**config.mk**
```make
export PLATFORM = sky130hd
export DESIGN_NAME = hazard_int_controller
export DESIGN_NICKNAME = d
export VERILOG_FILES = /design/src/rtl/hazard_int_controller.sv
export SDC_FILE = /design/constraint.sdc
export NUM_CORES = 1
export LEC_CHECK = 0
export CAP_MARGIN = 20
export CORE_MARGIN = 2
export CORE_UTILIZATION = 45
export DETAILED_ROUTE_END_ITERATION = 16
export GPL_TIMING_DRIVEN = 0
export PLACE_DENSITY = 0.84
export SLEW_MARGIN = 30
export SYNTH_ARGS = -nofsm -noshare
export SYNTH_HDL_FRONTEND = slang
export SYNTH_SLANG_ARGS = --single-unit
```
**constraint.sdc**
```tcl
create_clock -name clk_i -period 3.9 [get_ports clk_i]
set_input_delay 0.78 -clock clk_i [delete_from_list [all_inputs] [get_ports clk_i]]
set_output_delay 0.78 -clock clk_i [all_outputs]
set_load 0.05 [all_outputs]
```
**src/rtl/hazard_int_controller.sv**
```systemverilog
// -----------------------------------------------------------------------------
// hazard_int_controller
//
// Central sequencer for the 5-stage pipeline:
//   * load-use hazard detection (stalls PC and IF/ID, injects one ID/EX bubble)
//   * front-end flush on a taken jump/call/ret resolved in EX
//   * hardware interrupt entry: drain, push PC, push flags, load vector
//   * hardware RTI: pop flags, pop PC
// Forced stack operations are issued to the memory stage with force_push_o /
// force_pop_o held until mem_ack_i.
//
// Ports
//   clk_i, rst_ni            clock, asynchronous active-low reset
//   ex_mem_read_i, ex_rd_i   EX instruction is a load/pop, and its destination
//   id_rs1_i, id_rs2_i       ID source registers
//   id_uses_rs1/2_i          ID instruction actually reads rs1/rs2
//   id_is_rti_i              ID instruction is RTI
//   branch_taken_i           EX resolved a taken control transfer
//   int_req_i                interrupt request (level, sampled every clock)
//   mem_ack_i                memory stage finished the forced push/pop
//   pc_write_o, if_id_write_o, clear_instruction_o, id_ex_flush_o
//                            pipeline register controls
//   force_push_o, force_pop_o, force_src_sel_o (0 = PC, 1 = flags)
//                            forced stack port
//   flags_restore_o, pc_load_pop_o, pc_load_vector_o
//                            load selects for flags/PC
//   int_ack_o                single-cycle acknowledge at vector load
//   busy_o                   sequencer is not in RUN
// -----------------------------------------------------------------------------
module hazard_int_controller #(
  parameter int REG_ADDR_W   = 3,
  parameter int DRAIN_CYCLES = 2   // legal 1..7
) (
  input  logic                  clk_i,
  input  logic                  rst_ni,
  input  logic                  ex_mem_read_i,
  input  logic [REG_ADDR_W-1:0] ex_rd_i,
  input  logic [REG_ADDR_W-1:0] id_rs1_i,
  input  logic [REG_ADDR_W-1:0] id_rs2_i,
  input  logic                  id_uses_rs1_i,
  input  logic                  id_uses_rs2_i,
  input  logic                  id_is_rti_i,
  input  logic                  branch_taken_i,
  input  logic                  int_req_i,
  input  logic                  mem_ack_i,
  output logic                  pc_write_o,
  output logic                  if_id_write_o,
  output logic                  clear_instruction_o,
  output logic                  id_ex_flush_o,
  output logic                  force_push_o,
  output logic                  force_pop_o,
  output logic                  force_src_sel_o,
  output logic                  flags_restore_o,
  output logic                  pc_load_pop_o,
  output logic                  pc_load_vector_o,
  output logic                  int_ack_o,
  output logic                  busy_o
);

  typedef enum logic [2:0] {
    ST_RUN,
    ST_INT_DRAIN,
    ST_INT_PUSH_PC,
    ST_INT_PUSH_FLAGS,
    ST_INT_VECTOR,
    ST_RTI_POP_FLAGS,
    ST_RTI_POP_PC
  } state_e;

  localparam logic [2:0] DRAIN_LAST = 3'(DRAIN_CYCLES - 1);

  state_e     state_q, state_d;
  logic [2:0] drain_cnt_q, drain_cnt_d;
  logic       int_pending_q, int_pending_d;

  logic stall;

  // Load-use hazard: the value the ID instruction needs is still being read
  // from memory by the instruction in EX.
  assign stall = ex_mem_read_i &
                 ((id_uses_rs1_i & (id_rs1_i == ex_rd_i)) |
                  (id_uses_rs2_i & (id_rs2_i == ex_rd_i)));

  // ---------------------------------------------------------------------------
  // Next-state logic
  // ---------------------------------------------------------------------------
  always_comb begin
    state_d     = state_q;
    drain_cnt_d = drain_cnt_q;
    unique case (state_q)
      ST_RUN: begin
        // Sequences only start on a cycle the ID instruction would advance.
        if (!branch_taken_i && !stall) begin
          if (int_pending_q) begin
            state_d     = ST_INT_DRAIN;
            drain_cnt_d = 3'd0;
          end else if (id_is_rti_i) begin
            state_d = ST_RTI_POP_FLAGS;
          end
        end
      end
      ST_INT_DRAIN: begin
        drain_cnt_d = drain_cnt_q + 3'd1;
        if (drain_cnt_q == DRAIN_LAST) state_d = ST_INT_PUSH_PC;
      end
      ST_INT_PUSH_PC:    if (mem_ack_i) state_d = ST_INT_PUSH_FLAGS;
      ST_INT_PUSH_FLAGS: if (mem_ack_i) state_d = ST_INT_VECTOR;
      ST_INT_VECTOR:     state_d = ST_RUN;
      ST_RTI_POP_FLAGS:  if (mem_ack_i) state_d = ST_RTI_POP_PC;
      ST_RTI_POP_PC:     if (mem_ack_i) state_d = ST_RUN;
      default:           state_d = ST_RUN;
    endcase
  end

  // A new request wins over the clear issued with int_ack.
  assign int_pending_d = int_req_i | (int_pending_q & (state_q != ST_INT_VECTOR));

  always_ff @(posedge clk_i or negedge rst_ni) begin
    if (!rst_ni) begin
      state_q       <= ST_RUN;
      drain_cnt_q   <= 3'd0;
      int_pending_q <= 1'b0;
    end else begin
      state_q       <= state_d;
      drain_cnt_q   <= drain_cnt_d;
      int_pending_q <= int_pending_d;
    end
  end

  // ---------------------------------------------------------------------------
  // Output decode. Stall and the mem_ack-cycle loads must act in the same
  // cycle, so outputs are decoded from state plus live inputs.
  // ---------------------------------------------------------------------------
  logic pc_write, if_id_write, clear_instruction, id_ex_flush;
  logic force_push, force_pop, force_src_sel, flags_restore;
  logic pc_load_pop, pc_load_vector, int_ack, busy;

  always_comb begin
    pc_write          = 1'b0;
    if_id_write       = 1'b0;
    clear_instruction = 1'b0;
    id_ex_flush       = 1'b0;
    force_push        = 1'b0;
    force_pop         = 1'b0;
    force_src_sel     = 1'b0;
    flags_restore     = 1'b0;
    pc_load_pop       = 1'b0;
    pc_load_vector    = 1'b0;
    int_ack           = 1'b0;
    busy              = 1'b0;
    if (state_q == ST_RUN) begin
      if (branch_taken_i) begin
        // A taken jump squashes the wrong-path instruction, so any hazard
        // it had is irrelevant.
        pc_write          = 1'b1;
        if_id_write       = 1'b1;
        clear_instruction = 1'b1;
        id_ex_flush       = 1'b1;
      end else if (stall) begin
        id_ex_flush = 1'b1;
      end else begin
        pc_write    = 1'b1;
        if_id_write = 1'b1;
        // RTI leaving for its pop sequence turns into a bubble itself.
        id_ex_flush = ~int_pending_q & id_is_rti_i;
      end
    end else begin
      busy              = 1'b1;
      clear_instruction = 1'b1;
      id_ex_flush       = 1'b1;
      unique case (state_q)
        // Let a late jump land so the pushed PC is the real resume point.
        ST_INT_DRAIN:      pc_write = branch_taken_i;
        ST_INT_PUSH_PC:    force_push = 1'b1;
        ST_INT_PUSH_FLAGS: begin
          force_push    = 1'b1;
          force_src_sel = 1'b1;
        end
        ST_INT_VECTOR: begin
          pc_write       = 1'b1;
          pc_load_vector = 1'b1;
          int_ack        = 1'b1;
        end
        ST_RTI_POP_FLAGS: begin
          force_pop     = 1'b1;
          force_src_sel = 1'b1;
          flags_restore = mem_ack_i;
        end
        ST_RTI_POP_PC: begin
          force_pop   = 1'b1;
          pc_write    = mem_ack_i;
          pc_load_pop = mem_ack_i;
        end
        default: ;
      endcase
    end
  end

  // Reset must silence every output immediately, not at the next edge.
  assign pc_write_o          = rst_ni & pc_write;
  assign if_id_write_o       = rst_ni & if_id_write;
  assign clear_instruction_o = rst_ni & clear_instruction;
  assign id_ex_flush_o       = rst_ni & id_ex_flush;
  assign force_push_o        = rst_ni & force_push;
  assign force_pop_o         = rst_ni & force_pop;
  assign force_src_sel_o     = rst_ni & force_src_sel;
  assign flags_restore_o     = rst_ni & flags_restore;
  assign pc_load_pop_o       = rst_ni & pc_load_pop;
  assign pc_load_vector_o    = rst_ni & pc_load_vector;
  assign int_ack_o           = rst_ni & int_ack;
  assign busy_o              = rst_ni & busy;

endmodule

```
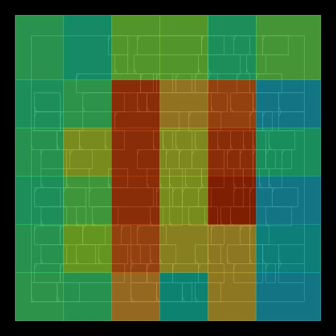
*Routing congestion*
Final Util: 69.66%
met3 Usage GRT: 3.333%
most used routing layer: met2
routing usage on met2: 36.47%
met1 GRT Util: 22.08%

==> flow_metrics.tcl <==
# flow metrics
set metrics [dict create \
    outcome "completed" \
    hold_viol_final 0 \
    ir_drop_mv 0.3801 \
    worst_pin_slew_ps 534.7 \
    layout_worst_path_cycle_share_pct 95.20 \
    max_stage_delay_ps 700 \
    crit_path_frequent_cell "clkdlybuf4s50_1" \
    drc_errors 0 \
    path_class "primary input to output port" \
    p_total_mw 0.7193 \
    rrSetupSlack_ps 2450 \
    cts_made_buffers 3 \
    fp_nets 112 \
    cp_max_fo 8 \
    fp-utilization_pct 47.73 \
    crit_slowest_cell "clkdlybuf4s50_1" \
    clock_sinks 7 \
    swShare_pct 50.70 \
    cp.required_ps 3120 \
    drive_gt1_share_pct 9.677 \
    die-area_sq_mm 0.001913 \
    worstHoldStart "int_pending_q" \
    post-cts-setup-buffers 0 \
    avgSynthCellArea_sq_um 7.725 \
    cts_tree "yes" \
    intPower_mw 0.3546 \
    yosysUniqueCellTypes 30 \
    p_per_area_mw_per_mm2 693.4 \
    nNetsFinal 145 \
    ys_warn_count 0 \
    ys_ff 7 \
    min_path_type "register to register" \
    ys_cells 92 \
    grt_remaining_overflow 0 \
    worstSetupEndpointType "output port" \
    htree_levels 1 \
    hold_buffers 0 \
    path_cells "clkdlybuf4s50_1, xnor2_1, and4_1, o21ai_4, o41a_1, clkdlybuf4s50_1" \
    setup_ws_ps 187.0 \
    ys_chip_area_sq_um 710.7 \
]
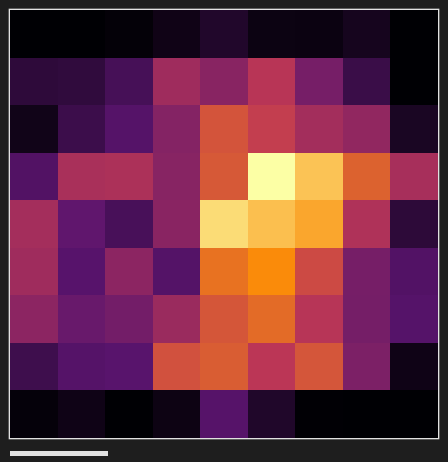
*Routed metal per tile*
Scale bar: 10 um. The die is cut into 9 by 9 equal tiles; black is low, pale yellow is high, scaled to the fullest tile. Values are wire area over tile area, all layers added.
emptiest ninth of the die: top left
tiles over half the peak: 21%
nearly empty tiles: 12%
GRT Total Usage: 20.34%
post-DR wirelength/cell: 12.38 um
drt total wl: 1733 um
total number of vias: 789

## path summary, 6_finish.rpt
path,end,cells past startpoint
setup reg to reg,drain_cnt_q[2],5
hold / removal,int_pending_q,1
setup / recovery,pc_write_o,6
min in group asynchronous,state_q[0],1
max in group asynchronous,drain_cnt_q[0],1
hold reg to reg,int_pending_q,1
## synthesized netlist by cell type, drive strengths merged
cell    n
o211a   1
nand3   5
dfrtp   7
nor4    1
buf     5
o41a    1
o31a    1
nand3b  1
a21o    1
a32oi   1
ha      2
nand2   5
o21ai   4
nor2    9
a31o    1
nand2b  6
or3b    1
inv     7
a31oi   4
clkbuf  1
nor3    6
xnor2   8
nor3b   1
a21oi   9
and4    2
xor2    1
a41o    1
## flip-flops by register name, summed over array words and instances (netlist names)
register	flops
state_q	3
int_pending_q	1
drain_cnt_q	3
## power by group through the flow
stage / clock network (mW) / registers (mW) / logic (mW)
after global placement: 0 / 0.140 / 0.498
after CTS: 0.0699 / 0.143 / 0.509
after detailed placement: 0 / 0.144 / 0.508
after global routing: 0.0732 / 0.149 / 0.558
final: 0.0668 / 0.143 / 0.509
after floorplan: 0 / 0.133 / 0.383
## final cells by class
| class | count | area [sq um] |
|---|---|---|
| plain buffers | 6 | 40.04 |
| clock buffers | 4 | 26.28 |
| fillers | 136 | 451.7 |
| inverters | 7 | 26.28 |
| multi-input cells | 72 | 469.2 |
| flip-flops and latches | 7 | 175.2 |
| well taps | 16 | 20.02 |
| repair buffers | 28 | 280.3 |
## kinds of logic after synthesis
group	share of synthesized area, %
fa+ha+maj	3.521
flops	24.65
simple gates	27.82
xor+xnor	11.09
compound gates	23.59
buf+inv	9.330
## layer usage
metal | up-vias | part of all wire (%) | global-route usage (%)
li1 | 389 | - | -
met1 | 359 | 40 | 22.08
met2 | 39 | 53 | 36.47
met3 | 2 | 6.0 | 3.333
met4 | 0 | 0.52 | 12.12
met5 | - | 0 | 0
## cell usage in the layout, fill, tap and decap left out, drive strengths merged
| cell | instances |
|---|---|
| dfrtp | 7 |
| nor3b | 1 |
| nor2 | 9 |
| a31o | 1 |
| ha | 2 |
| nand2b | 6 |
| nor4 | 1 |
| nor3 | 6 |
| buf | 5 |
| xor2 | 1 |
| o41a | 1 |
| a21oi | 9 |
| nand3 | 5 |
| clkdlybuf4s50 | 28 |
| nand3b | 1 |
| xnor2 | 8 |
| a32oi | 1 |
| and4 | 2 |
| nand2 | 5 |
| a21o | 1 |
| a41o | 1 |
| o31a | 1 |
| a31oi | 4 |
| o21ai | 4 |
| or3b | 1 |
| clkbuf | 5 |
| o211a | 1 |
| inv | 7 |
## metrics by stage
step | hold WS, ps | instances | utilization, % | instance area, sq um
global placement | 517.6 | 136 | 67.90 | 1011
detailed placement | 525.4 | 136 | 67.90 | 1011
finish | 538.3 | 140 | 69.66 | 1037
global route | 556.0 | 140 | 69.66 | 1037
CTS | 537.7 | 140 | 69.66 | 1037
floorplan | 484.4 | 92 | - | 710.7
Power and IR drop assume default switching activity.
